**src/rtl/btn_debouncer_if.sv**
```systemverilog
// Button-conditioning bus: raw pins towards the debouncer, clean levels and events back.
// master drives the pins (board/test side); slave is the debouncer.
interface btn_debouncer_if #(
    parameter int unsigned N_BTN = 4
);
    logic [N_BTN-1:0] BTN;
    logic [N_BTN-1:0] BTN_STATE;
    logic [N_BTN-1:0] PRESS;
    logic [N_BTN-1:0] RELEASE;
    logic [N_BTN-1:0] TOGGLE;

    modport master (
        output BTN,
        input  BTN_STATE,
        input  PRESS,
        input  RELEASE,
        input  TOGGLE
    );

    modport slave (
        input  BTN,
        output BTN_STATE,
        output PRESS,
        output RELEASE,
        output TOGGLE
    );
endinterface

```
**src/rtl/btn_debouncer.sv**
```systemverilog
// Per-button synchroniser, consecutive-cycle bounce filter, press/release pulses and
// a press-toggled latch. All channels are independent; one clock, synchronous reset.
module btn_debouncer #(
    parameter int unsigned N_BTN           = 4,
    parameter int unsigned DEBOUNCE_CYCLES = 1250000,
    parameter int unsigned CNT_W           = 21
) (
    input logic            CLK,
    input logic            RST,
    btn_debouncer_if.slave bus
);

    localparam logic [CNT_W-1:0] CntMax = CNT_W'(DEBOUNCE_CYCLES - 1);

    logic [N_BTN-1:0] s1_q, s1_d;
    logic [N_BTN-1:0] s2_q, s2_d;
    logic [N_BTN-1:0] state_q, state_d;
    logic [N_BTN-1:0] press_q, press_d;
    logic [N_BTN-1:0] release_q, release_d;
    logic [N_BTN-1:0] toggle_q, toggle_d;
    logic [CNT_W-1:0] cnt_q [N_BTN];
    logic [CNT_W-1:0] cnt_d [N_BTN];

    always_comb begin
        s1_d    = bus.BTN;
        s2_d    = s1_q;
        state_d = state_q;
        for (int i = 0; i < int'(N_BTN); i++) begin
            // Any matching cycle clears the count, so short glitches never accumulate.
            cnt_d[i] = '0;
            if (s2_q[i] != state_q[i]) begin
                if (cnt_q[i] == CntMax) begin
                    state_d[i] = s2_q[i];
                end else begin
                    cnt_d[i] = cnt_q[i] + 1'b1;
                end
            end
        end
        press_d   = state_d & ~state_q;
        release_d = ~state_d & state_q;
        toggle_d  = toggle_q ^ press_d;
    end

    always_ff @(posedge CLK) begin
        if (RST) begin
            s1_q      <= '0;
            s2_q      <= '0;
            state_q   <= '0;
            press_q   <= '0;
            release_q <= '0;
            toggle_q  <= '0;
            for (int i = 0; i < int'(N_BTN); i++) begin
                cnt_q[i] <= '0;
            end
        end else begin
            s1_q      <= s1_d;
            s2_q      <= s2_d;
            state_q   <= state_d;
            press_q   <= press_d;
            release_q <= release_d;
            toggle_q  <= toggle_d;
            for (int i = 0; i < int'(N_BTN); i++) begin
                cnt_q[i] <= cnt_d[i];
            end
        end
    end

    assign bus.BTN_STATE = state_q;
    assign bus.PRESS     = press_q;
    assign bus.RELEASE   = release_q;
    assign bus.TOGGLE    = toggle_q;

endmodule

```
**src/flat_wrapper.sv**
```systemverilog
// flat-port wrapper written by rule: the top's interface ports become plain ports
module btn_debouncer_flat 
#(
    parameter int unsigned N_BTN           = 4,
    parameter int unsigned DEBOUNCE_CYCLES = 1250000,
    parameter int unsigned CNT_W           = 21
)
  (CLK, RST, bus_BTN, bus_BTN_STATE, bus_PRESS, bus_RELEASE, bus_TOGGLE);
  btn_debouncer_if #(.N_BTN(N_BTN)) bus_i ();
  input logic CLK;
  input logic RST;
  input wire logic [$bits(bus_i.BTN)-1:0] bus_BTN;
  output wire logic [$bits(bus_i.BTN_STATE)-1:0] bus_BTN_STATE;
  output wire logic [$bits(bus_i.PRESS)-1:0] bus_PRESS;
  output wire logic [$bits(bus_i.RELEASE)-1:0] bus_RELEASE;
  output wire logic [$bits(bus_i.TOGGLE)-1:0] bus_TOGGLE;
  assign bus_i.BTN = bus_BTN;
  assign bus_BTN_STATE = bus_i.BTN_STATE;
  assign bus_PRESS = bus_i.PRESS;
  assign bus_RELEASE = bus_i.RELEASE;
  assign bus_TOGGLE = bus_i.TOGGLE;
  btn_debouncer #(.N_BTN(N_BTN), .DEBOUNCE_CYCLES(DEBOUNCE_CYCLES), .CNT_W(CNT_W)) u_core (.CLK(CLK), .RST(RST), .bus(bus_i));
endmodule
```
**config.mk**
```make
export PLATFORM = sky130hd
export DESIGN_NAME = btn_debouncer_flat
export DESIGN_NICKNAME = d
export VERILOG_FILES = /design/src/rtl/btn_debouncer_if.sv /design/src/rtl/btn_debouncer.sv /design/src/flat_wrapper.sv
export SDC_FILE = /design/constraint.sdc
export NUM_CORES = 1
export LEC_CHECK = 0
export CAP_MARGIN = 20
export CELL_PAD_IN_SITES_DETAIL_PLACEMENT = 0
export CELL_PAD_IN_SITES_GLOBAL_PLACEMENT = 1
export CORE_UTILIZATION = 49
export CTS_CLUSTER_SIZE = 16
export DETAILED_ROUTE_END_ITERATION = 16
export PLACE_DENSITY_LB_ADDON = 0.2
export SKIP_LAST_GASP = 1
export SLEW_MARGIN = 20
export SYNTH_ARGS = -nofsm -noshare
export SYNTH_HDL_FRONTEND = slang
export SYNTH_SLANG_ARGS = --single-unit
```
**constraint.sdc**
```tcl
create_clock -name CLK -period 5.9 [get_ports CLK]
set_clock_uncertainty 0.1 [all_clocks]
set_input_delay 1.18 -clock CLK [delete_from_list [all_inputs] [get_ports CLK]]
set_output_delay 1.18 -clock CLK [all_outputs]
set_load 0.01 [all_outputs]
```
Fig. 1: run 1, metal 3
Drawn at 4 px/µm.
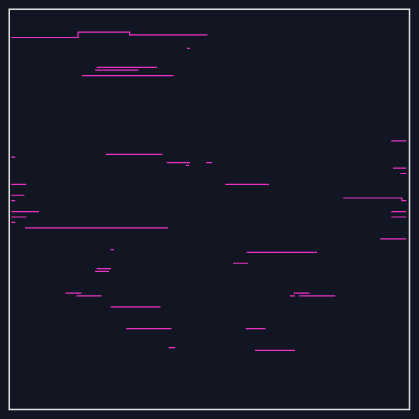
longest straight run	35.4 µm
wire length on this layer	310 µm
share of all routed wire	3.4%

Fig. 2: run 1, sizing map
Drawn at 4 px/µm.
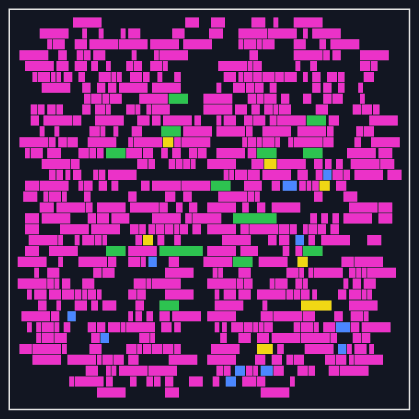
color	size	cells	most used
magenta	_0 and _1 cells	522	dfxtp_1
yellow	_3 and _4 cells	7	buf_4
green	_6 and larger	13	clkbuf_8
blue	_2 cells	11	or2_2

==> deck_impl_summary.md, run 1 <==
Flow Results at a Glance

Power
  • Switching part of the total: 0.199
  • Leakage: 1.52 nW
  • Comb pwr share: 0.014
  • Part of the power in registers: 0.586
  • Pwr Density: 239 nW/µm²
  • Internal power: 1.00 mW
  • Clock network power share: 0.400
  • Total power draw: 1.25 mW
  • Switch Pwr: 0.250 mW

Clock network
  • Worst-path clk slew: 0.08 ns
  • Clk root buf: clkbuf_8
  • CTS Hold Buffers Added: 0
  • Clk buf depth: 2
  • CTS tree: yes
  • H-Tree Depth: 3
  • Setup Fix Bufs, Post-CTS: 0
  • Cts repair resizes: 0

Setup path
  • Worst setup SP type: input pin
  • Critical path arrival: 2.92 ns
  • CP Max Fanout: 28
  • CP Capture Type: flip-flop
  • FF-to-FF Start: u_core.cnt_q[0][21]
  • Max stage delay on crit path: 0.89 ns
  • CP bufs+invs: 2
  • Worst EP required: 6.08 ns
  • Top cell by count, worst path: a21oi_1
  • CP Class: input pin to flip-flop
  • R2R Setup Slk: 3.71 ns
  • Top Family by Delay on Critical Path: buffers and inverters
  • Reg2reg path depth: 5

Final timing
  • Post-route setup TNS: 0 ns
  • Endpoints failing hold: 0
  • Fin. max-slew vios: 0
  • RSZ-0062 raised after global routing: false
  • Actual slew at the worst max-slew pin: 0.942 ns
  • Max Fclk: 0.366 GHz
  • Slew margin rel.: 0.370
  • Tmin final: 2.74 ns

Synth
  • Yosys top cell by area: dfxtp_1
  • FF+latch count, synth: 108
  • Seq share, synth: 0.462
  • Post-Syn Area per Cell: 8.82 µm²
  • Main logic family after synthesis: simple AND/OR/NAND/NOR gates
  • Floorplan Nets: 540
  • Yosys simple share: 0.314
  • Cell area leaders: dfxtp_1 46%, xnor2_1 5.1%, xor2_1 4.7%, nor2_1 4.6%, a21oi_1 3.6%
  • Main synth FF type: dfxtp_1
  • Yosys aoi share: 0.0891

Status
  • Run status: finished clean

Global route
  • Initial antenna violation count: 0
  • Gr usage total: 0.192
  • Vias in the first global route: 3389
  • First-pass GRT wire length: 15.4 mm

Place
  • Dpl hpwl: 6.26 mm
  • Routability cong.: 0.773
  • PortBufs: 21

Hold path
  • Hold EP: u_core.s2_q[1]
  • HP Start: u_core.s1_q[1]

Drt
  • Final WL: 9.20 mm
  • First-pass iteration count of the detailed router: 4

Floorplanning
  • IO Pins: 22
  • Die W: 99.7 µm
  • Die height: 99.7 µm
  • Total die area: 9940 µm²

Layout
  • Share of cells above drive strength 1: 0.0561
  • Area delta synth->final: 12.0%
  • Fin nets: 558
Fig. 3: run 1, clock wiring as the flow saved it
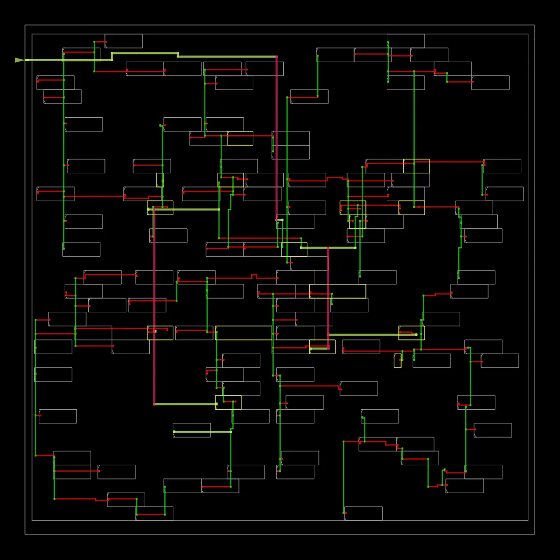
sequential cell count: 108
later-pin clock latency in the skew report: 0.36 ns
Clock Power: 0.501 mW
clock buffer count from CTS: 9
CLK BUF: 13

Fig. 4: run 1, register map, names as in the netlist
Drawn at 4 px/µm. Other sequential cells in the stronger gray, the rest of the logic in the fainter gray.
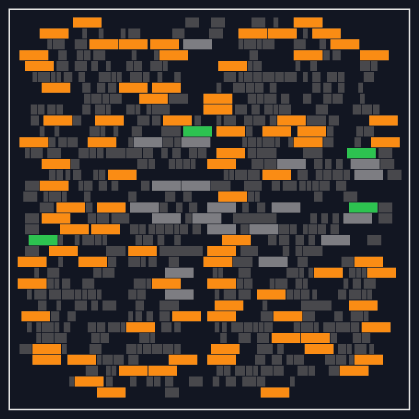
color	netlist name	sequential cells
orange	u_core.cnt_q	84
green	u_core.bus.RELEASE	4
not colored	20

-- run 1: worst max-delay path by stage --
stage,cells past startpoint,start,endpoint,slack (ns)
final,5,RST,u_core.cnt_q[0][38],3.16
after global routing,5,RST,u_core.cnt_q[0][20],2.97
after CTS,5,RST,u_core.cnt_q[0][38],3.18
after detailed placement,5,RST,u_core.cnt_q[0][78],2.79
after global placement,5,RST,u_core.cnt_q[0][10],2.86
after floorplan,5,RST,u_core.cnt_q[0][23],3.71
-- run 1: metal layers --
layer  track usage  routed length (µm)
met1         0.261                4570
met2         0.306                4200
met3        0.0415                 310
met4        0.0577                 119
met5             0                   0
-- run 1: registers in the layout (all words and copies together) (netlist names) --
register,count
u_core.s1_q,4
u_core.bus.PRESS,4
u_core.bus.RELEASE,4
u_core.cnt_q,84
u_core.bus.TOGGLE,4
u_core.s2_q,4
u_core.bus.BTN_STATE,4
-- run 1: through the flow --
stage                     std cells   util  setup WS (ns)  instance area [µm²]
after floorplan                 530      -           3.71                 4680
after global placement          666  0.542           2.86                 5010
after detailed placement        666  0.542           2.79                 5010
after CTS                       682  0.567           3.18                 5240
after global routing            682  0.567           2.97                 5240
final                           682  0.567           3.16                 5240
-- run 1: placed cells by master (no fill, tap or decap), types with 2 or more instances in the layout --
master	n
a21oi_1	34
and2_1	5
and3_1	9
and4_1	9
buf_4	4
bufinv_16	2
clkbuf_1	2
clkbuf_8	11
clkdlybuf4s50_1	21
dfxtp_1	108
ha_1	4
inv_1	15
nand2_1	28
nand2b_1	9
nand3_1	25
nand4_1	27
nor2_1	57
nor2b_1	8
nor3_1	16
nor3b_1	2
nor4_1	14
nor4b_1	5
o21ai_0	13
o21ai_1	4
o31ai_1	18
or2_2	6
or3_1	14
or3_2	2
or4_1	19
xnor2_1	27
xor2_1	25
-- run 1: power groups by stage --
stage          registers (mW)  logic [mW]  clock network (mW)
2_1_floorplan           0.750      0.0104                   0
3_3_place_gp            0.751      0.0168                   0
3_5_place_dp            0.751      0.0170                   0
4_1_cts                 0.734      0.0171               0.519
5_1_grt                 0.734      0.0188               0.544
6_report                0.734      0.0170               0.501
-- run 1: layout make-up --
type	count	area (µm²)
clock inverters	3	68.8
clock buffers	13	159
well taps	129	161
multi-input cells	389	2390
flip-flops and latches	108	2160
inverters	15	56.3
repair buffers	25	240
fillers	879	4000
-- run 1: worst reg2reg max path: stages (launching register included) --
cell,delay (ns)
dfxtp_1,0.40
ha_1,0.22
nand3_1,0.30
or3_1,0.52
or4_1,0.43
a21oi_1,0.15
-- run 1: logic make-up after synthesis --
group,after synthesis
AOI/OAI and AO/OA,72
and+or+nand+nor,261
buffers and inverters,33
xor gates and xnor gates,52
adders and majority gates,4
DFF,108
==> inputs of run 2 (changes only) <==
- CORE_UTILIZATION: 49 -> 46
- clock period: 5.9 -> 2.7 ns (I/O delays scaled with it)
Fig. 5: run 2, register map, names as in the netlist
Drawn at 4 px/µm. Other sequential cells in the stronger gray, the rest of the logic in the fainter gray.
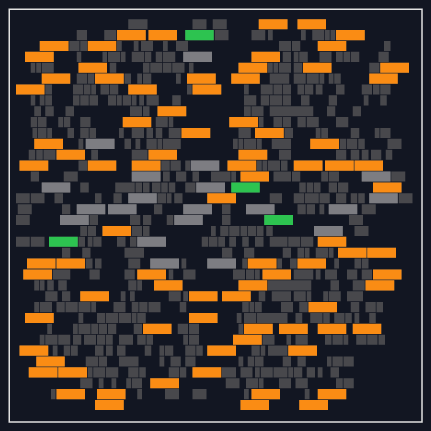
seq pwr: 1.60 mW
final core utilization: 0.534
fraction of area in registers: 0.412

==> run 2 against run 1 <==
Effect of this change:
- sequential power grew 120%
- area after synthesis did not move
- power is 120% higher
==> deck_impl_summary.md, run 2 <==
Flow Results at a Glance

Final timing
  • Endpoints failing hold: 0 (unchanged)
  • Fin. max-slew vios: 0 (unchanged)
  • Final Setup Violations: 0
  • Actual slew at the worst max-slew pin: 0.372 ns (-0.570 ns)
  • RSZ-0062 raised after global routing: false
  • Post-route setup TNS: 0 ns (unchanged)
  • Slew margin rel.: 0.748 (+0.378)
  • Final period utilization: 0.789
  • Tmin final: 2.13 ns
  • Max Fclk: 0.469 GHz

Synth
  • Yosys aoi share: 0.0891 (unchanged)
  • Post-synthesis chip area from yosys: 4680 µm²
  • Post-Syn Area per Cell: 8.82 µm² (unchanged)
  • Cell area leaders: dfxtp_1 46%, xnor2_1 5.1%, xor2_1 4.7%, nor2_1 4.6%, a21oi_1 3.6%
  • FF+latch count, synth: 108 (unchanged)
  • Main synth FF type: dfxtp_1
  • Yosys simple share: 0.314 (unchanged)
  • Yosys top cell by area: dfxtp_1
  • Yosys stat cell total: 530
  • Yosys xor share: 0.0974
  • Cells after synthesis: 530
  • Post-Synthesis Cell Area: 4680 µm²
  • Cell Type Count: 36
  • Adder share: 0.0107
  • Floorplan Nets: 540 (unchanged)
  • Main logic family after synthesis: simple AND/OR/NAND/NOR gates
  • Synth cell count leaders: 108 x dfxtp_1, 57 x nor2_1, 34 x a21oi_1, 28 x nand2_1
  • Seq share, synth: 0.462 (unchanged)
  • Max-area cell share: 0.462
  • Area fraction in mux cells: 0
  • Most common cell in the netlist: dfxtp_1
  • EDFF count, synth: 0
  • Ys async rst share: 0
  • Yosys warns: 0

Drt
  • Routed Antenna Nets: 0
  • Vias per inst: 5.52
  • First-pass iteration count of the detailed router: 4 (unchanged)
  • Routed length per instance: 13.6 µm
  • DR DRC count: 0
  • Initial DRC count: 101

Hold path
  • HP Start: u_core.s1_q[0]
  • Worst min-delay path class: flip-flop to flip-flop
  • Hold depth: 1
  • Hold EP: u_core.s2_q[0]

Layout
  • Most numerous logic cells after layout: 108 x dfxtp_1, 57 x nor2_1, 34 x a21oi_1
  • FILL cells: 938 (+6.7%)
  • Antenna diode count: 0
  • Finished Cell Area: 5250 µm² (+0.17%)
  • Number of flip-flops in the largest register: 84 (unchanged)
  • Fin nets: 559 (+0.18%)
  • Largest reg by FF count: u_core.cnt_q
  • Share of cells above drive strength 1: 0.0614 (+0.00531)
  • Area delta synth->final: 12.2%
  • Commonest Layout Cell: dfxtp_1

Place
  • Routability cong.: 0.783 (+1.3%)
  • PortBufs: 21 (unchanged)
  • Placed Area: 5020 µm² (+0.25%)
  • Dpl hpwl: 6.50 mm (+3.9%)

Clock network
  • Setup Fix Bufs, Post-CTS: 0 (unchanged)
  • Clk buf depth: 2 (unchanged)
  • Clock buffer count from CTS: 9 (unchanged)
  • H-Tree Depth: 3 (unchanged)
  • Later-pin clock latency in the skew report: 0.38 ns (+0.02 ns)
  • Clk root buf: clkbuf_8
  • CTS Hold Buffers Added: 0 (unchanged)
  • CTS tree: yes
  • Worst-path clk slew: 0.10 ns (+0.02 ns)
  • Clock sinks: 108
  • Cts repair resizes: 0 (unchanged)

Setup path
  • Worst setup SP type: flip-flop
  • Reg2reg path depth: 4 (-1)
  • Worst EP required: 2.92 ns (-3.16 ns)
  • CP Class: flip-flop to flip-flop
  • Critical path arrival: 2.35 ns (-0.57 ns)
  • CP Max Fanout: 10 (-64%)
  • FF-to-FF Start: u_core.cnt_q[0][31]
  • Reg-to-reg critical path endpoint: u_core.cnt_q[0][41]
  • CP Capture Type: flip-flop
  • R2R Setup Slk: 0.57 ns (-3.14 ns)

Global route
  • Initial antenna violation count: 0 (unchanged)
  • Pin count of the biggest net entering global routing: 25
  • First-pass GRT wire length: 16.1 mm (+3.9%)
  • Grt ovf: 0
  • Vias in the first global route: 3468 (+2.3%)
  • Gr usage total: 0.193 (+0.00125)

Floorplanning
  • IO Pins: 22 (unchanged)
  • Row cnt: 36
  • Die height: 103 µm (+3.1%)
  • Die W: 103 µm (+3.1%)
  • Initial Utilization: 0.476
  • Core area: 9820 µm²
  • Total die area: 10600 µm² (+6.4%)

Flow run
  • Maxcap violations: 0
  • Total tool warning count: 26

Power
  • Max IR drop VDD: 0.000315 V
  • Pwr Density: 521 nW/µm² (+120%)
  • Leakage: 1.53 nW (+0.24%)

Status
  • Run status: finished clean
Fig. 6: run 2, metal 3
Drawn at 4 px/µm.
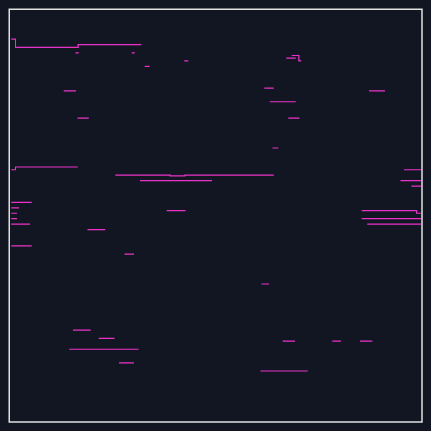
final WL: 9.31 mm
grt met3 use: 0.0332
DR vias: 3795

run 2: cell counts after synthesis:
No cell type changed its count.
run 2: worst max path at each step:
| stage | depth (start not counted) | to | slack, ns | start |
|---|---|---|---|---|
| floorplan | 6 | u_core.cnt_q[0][23] | 0.75 | u_core.cnt_q[0][21] |
| global placement | 6 | u_core.cnt_q[0][23] | 0.61 | RST |
| detailed placement | 6 | u_core.cnt_q[0][65] | 0.59 | RST |
| CTS | 4 | u_core.cnt_q[0][41] | 0.58 | u_core.cnt_q[0][31] |
| global route | 4 | u_core.cnt_q[0][39] | 0.47 | u_core.cnt_q[0][31] |
| finish | 4 | u_core.cnt_q[0][41] | 0.57 | u_core.cnt_q[0][31] |
run 2: through the flow:
stage                     setup WS, ns  hold slack [ns]  cells  total power [mW]  utilization
final                            0.570            0.349    687              2.73        0.534
after global routing             0.466            0.363    687              2.84        0.534
after CTS                        0.581            0.355    687              2.77        0.534
after detailed placement         0.586            0.332    671              1.68        0.511
after global placement           0.614            0.318    671              1.68        0.511
after floorplan                  0.753            0.314    530              1.66            -
run 2: routing by layer:
layer / GRT usage / share of wire
met1: 0.261 / 0.50
met2: 0.298 / 0.45
met3: 0.0332 / 0.029
met4: 0.0997 / 0.026
met5: 0 / 0
run 2: final cells by class:
cell class                 instances  area, µm²  share of cell area
inverter                          15       56.3              0.0107
tap                              133        166              0.0317
sequential                       108       2160               0.412
multi-input combinational        389       2390               0.456
clock buffer                      10        138              0.0262
clock inverter                     6       86.3              0.0165
timing repair buffer              26        248              0.0472
run 2: kinds of logic (layout without fill, tap and decap cells):
kind of cell               after synthesis  after routing
AOI/OAI and AO/OA                       72             72
xor gates and xnor gates                52             52
adders and majority gates                4              4
buffers and inverters                   33             57
DFF                                    108            108
and+or+nand+nor                        261            261
run 2: critical path, stage by stage, from the launching register on:
cell and delay (ns):
dfxtp_1 0.47, nand3_2 0.13, or4_1 0.68, or4_4 0.57, a21oi_2 0.13
run 2: power by group:
group	internal (mW)	leakage (nW)	switching, mW	total (mW)
clock network	0.548	0.113	0.545	1.09
logic	0.0155	0.542	0.0218	0.0373
registers	1.60	0.871	0.00431	1.60
total	2.16	1.53	0.571	2.73
==> inputs of run 3 (changes only) <==
- CORE_UTILIZATION: 46 -> 41
- clock period: 2.7 -> 1.8 ns (I/O delays scaled with it)
Fig. 7: run 3, sizing map
Drawn at 4 px/µm.
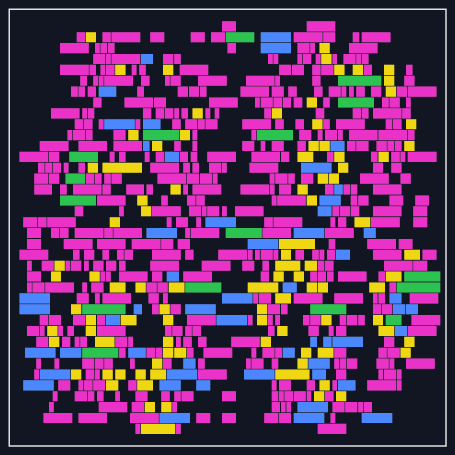
color	size	cells	most used
blue	_2 cells	53	dfxtp_2
yellow	_3 and _4 cells	94	buf_4
green	_6 and larger	16	clkbuf_16
magenta	_0 and _1 cells	459	dfxtp_1

==> run 3 against run 2 <==
Effect of this change:
- the run now ends with negative setup slack left
- wire length up 12%
- final cell count up 11%
- worst setup slack worse by 0.58 ns
- register-to-register slack worse by 0.58 ns
- synthesized cell count unchanged
- sequential share of layout area down 5.5 points
- critical path depth up 1
- count of clock-buffer cells in the layout unchanged
- critical endpoint is now u_core.cnt_q[0][38]
==> deck_impl_summary.md, run 3 <==
Flow Results at a Glance

Status
  • Run status: finished with violations
  • Failing checks: negative setup slack

Synth
  • Ys async rst share: 0 (unchanged)
  • Yosys warns: 0 (unchanged)
  • Floorplan Nets: 540 (unchanged)
  • Yosys stat cell total: 530 (unchanged)
  • Post-Syn Area per Cell: 8.82 µm² (unchanged)
  • Main synth FF type: dfxtp_1
  • Post-Synthesis Cell Area: 4680 µm² (unchanged)
  • FF+latch count, synth: 108 (unchanged)
  • Seq share, synth: 0.462 (unchanged)
  • Cells after synthesis: 530 (unchanged)
  • Cell area leaders: dfxtp_1 46%, xnor2_1 5.1%, xor2_1 4.7%, nor2_1 4.6%, a21oi_1 3.6%
  • EDFF count, synth: 0 (unchanged)
  • Post-synthesis chip area from yosys: 4680 µm² (unchanged)
  • Cell Type Count: 36 (unchanged)
  • Yosys top cell by area: dfxtp_1
  • Most common cell in the netlist: dfxtp_1
  • Synth cell count leaders: 108 x dfxtp_1, 57 x nor2_1, 34 x a21oi_1, 28 x nand2_1
  • Max-area cell share: 0.462 (unchanged)

Flow run
  • Maxcap violations: 0 (unchanged)
  • Total tool warning count: 29 (+12%)

Setup path
  • Top Family by Delay on Critical Path: simple AND/OR/NAND/NOR gates
  • Worst setup SP type: flip-flop
  • CP Max Fanout: 6 (-4)
  • Slowest cell on the critical path: or4_4
  • Max stage delay on crit path: 0.58 ns (-0.10 ns)
  • CP Capture Type: flip-flop
  • CP Class: flip-flop to flip-flop
  • Cells along the critical path: nand3_2, or4_4, buf_6, or3_4, a21oi_2
  • Critical path arrival: 1.99 ns (-0.36 ns)
  • CP bufs+invs: 1 (+1)
  • Worst EP required: 1.98 ns (-0.94 ns)

Power
  • Pwr Density: 766 nW/µm² (+47%)
  • Total power draw: 4.71 mW (+72%)
  • Max IR drop VDD: 0.000809 V (+160%)
  • Leakage: 2.02 nW (+32%)

Final timing
  • Slew margin rel.: 0.640 (-0.109)
  • Max Fclk: 0.552 GHz (+18%)
  • Final period utilization: 1.01 (+0.217)
  • Fin. max-slew vios: 0 (unchanged)
  • RSZ-0062 raised after global routing: true
  • Final Setup Violations: 1 (+1)
  • Actual slew at the worst max-slew pin: 0.536 ns (+0.163 ns)
  • Tmin final: 1.81 ns (-0.319 ns)
  • Hold Slack: 0.336 ns (-0.0133 ns)
  • Endpoints failing hold: 0 (unchanged)
  • Worst setup margin: -0.0111 ns (-0.581 ns)

Clock network
  • Clk buf depth: 2 (unchanged)
  • CTS Hold Buffers Added: 0 (unchanged)
  • Clock sinks: 108 (unchanged)
  • H-Tree Depth: 3 (unchanged)
  • Worst-path clk slew: 0.07 ns (-0.03 ns)
  • Clock buffer count from CTS: 9 (unchanged)
  • Later-pin clock latency in the skew report: 0.35 ns (-0.03 ns)
  • Clk root buf: clkbuf_16
  • CTS tree: yes

Place
  • Routability cong.: 0.844 (+7.8%)
  • Place WS: -0.0610 ns (-0.647 ns)
  • PortBufs: 21 (unchanged)
  • Dpl hpwl: 7.32 mm (+13%)

Drt
  • First-pass iteration count of the detailed router: 6 (+2)
  • Final WL: 10.4 mm (+12%)
  • DR vias: 4007 (+5.6%)
  • DR DRC count: 0 (unchanged)
  • Routed length per instance: 13.7 µm (+0.96%)
  • Initial DRC count: 179 (+77%)
  • Vias per inst: 5.26 (-4.8%)
  • Routed Antenna Nets: 0 (unchanged)

Global route
  • Initial antenna violation count: 0 (unchanged)
  • Grt ovf: 0 (unchanged)
  • Gr usage total: 0.189 (-0.00402)
  • Vias in the first global route: 3823 (+10%)
  • Pin count of the biggest net entering global routing: 21 (-16%)
  • First-pass GRT wire length: 17.4 mm (+8.6%)

Floorplanning
  • Initial Utilization: 0.426 (-0.0505)
  • Total die area: 11800 µm² (+12%)
  • Row cnt: 38 (+5.6%)
  • Die height: 109 µm (+5.8%)
  • Die W: 109 µm (+5.8%)
  • IO Pins: 22 (unchanged)
  • Core area: 11000 µm² (+12%)

Layout
  • Reg area: 2200 µm² (+1.7%)
  • Combinational Area: 2580 µm² (+8.2%)
  • Area delta synth->final: 31.5%
  • Largest reg by FF count: u_core.cnt_q
  • Number of flip-flops in the largest register: 84 (unchanged)
  • FILL cells: 990 (+5.5%)
  • Most numerous logic cells after layout: 83 x dfxtp_1, 71 x buf_4, 57 x nor2_1
  • Fin nets: 628 (+12%)
  • Commonest Layout Cell: dfxtp_1
  • Antenna diode count: 0 (unchanged)
  • Share of cells above drive strength 1: 0.262 (+0.201)

Hold path
  • Worst min-delay path class: flip-flop to flip-flop
Fig. 8: run 3, wiring heat map
Drawn at 3 px/µm. 22 x 22 tiles, from black (low) to pale yellow (high), scaled to the fullest tile. Values are wire area over tile area, all layers added.
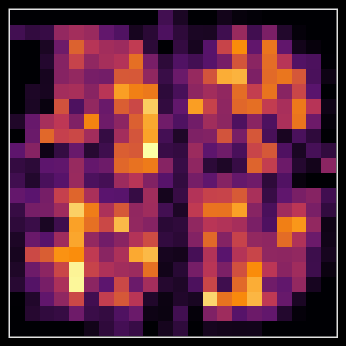
densest ninth of the die	center
emptiest ninth of the die	upper left
fullest tile	0.44

==> run 3: worst paths after layout <==
kind                                          start                   to  slack, ns  cells past startpoint
worst max-delay path            u_core.cnt_q[0][31]  u_core.cnt_q[0][38]      -0.01                      5
worst min-delay path            u_core.cnt_q[0][42]  u_core.cnt_q[0][42]       0.34                      1
worst max register to register  u_core.cnt_q[0][31]  u_core.cnt_q[0][38]      -0.01                      5
worst min register to register  u_core.cnt_q[0][42]  u_core.cnt_q[0][42]       0.34                      1
==> run 3: metal layers <==
metal  share of wire  up-vias  track usage
li1                -     2081            -
met1            0.48     1866        0.237
met2            0.48       44        0.304
met3           0.027       16       0.0520
met4           0.018        0       0.0830
met5               0        -            0
==> run 3: where the power goes <==
group	leakage, nW	internal [mW]	switching [mW]	total, mW
clock	0.168	1.38	0.853	2.24
combinational	0.965	0.0336	0.0396	0.0733
sequential	0.885	2.40	0.00571	2.40
total	2.02	3.81	0.899	4.71
==> run 3: stage by stage <==
stage / cells / setup TNS [ns] / util / area (µm²)
3_3_place_gp: 737 / -0.0883 / 0.503 / 5530
5_1_grt: 762 / -1.07 / 0.560 / 6150
6_report: 762 / -0.0111 / 0.560 / 6150
4_1_cts: 753 / -0.0239 / 0.537 / 5890
3_5_place_dp: 737 / -0.237 / 0.503 / 5530
2_1_floorplan: 530 / -0.117 / - / 4720
==> run 3: logic make-up after synthesis <==
group | count (synthesis) | share of synthesized area
compound gates | 72 | 0.0891
xor+xnor | 52 | 0.0974
fa+ha+maj | 4 | 0.0107
buf+inv | 33 | 0.0268
flops | 108 | 0.462
simple gates | 261 | 0.314
==> run 3: repair_timing <==
item | CTS | global route
gates resized | 7 | 56
setup endpoints to repair | 8 | 60
setup buffers | 1 | 9
pin swaps | 2 | 16
==> run 3: area by class of cell <==
cell class              instances  area share
well taps                     140      0.0285
clock buffers                  10      0.0389
inverters                      15     0.00915
repair buffers                 95       0.130
clock inverters                 5      0.0163
multi-input cells             389       0.420
flip-flops and latches        108       0.357
Power and IR drop assume default switching activity.
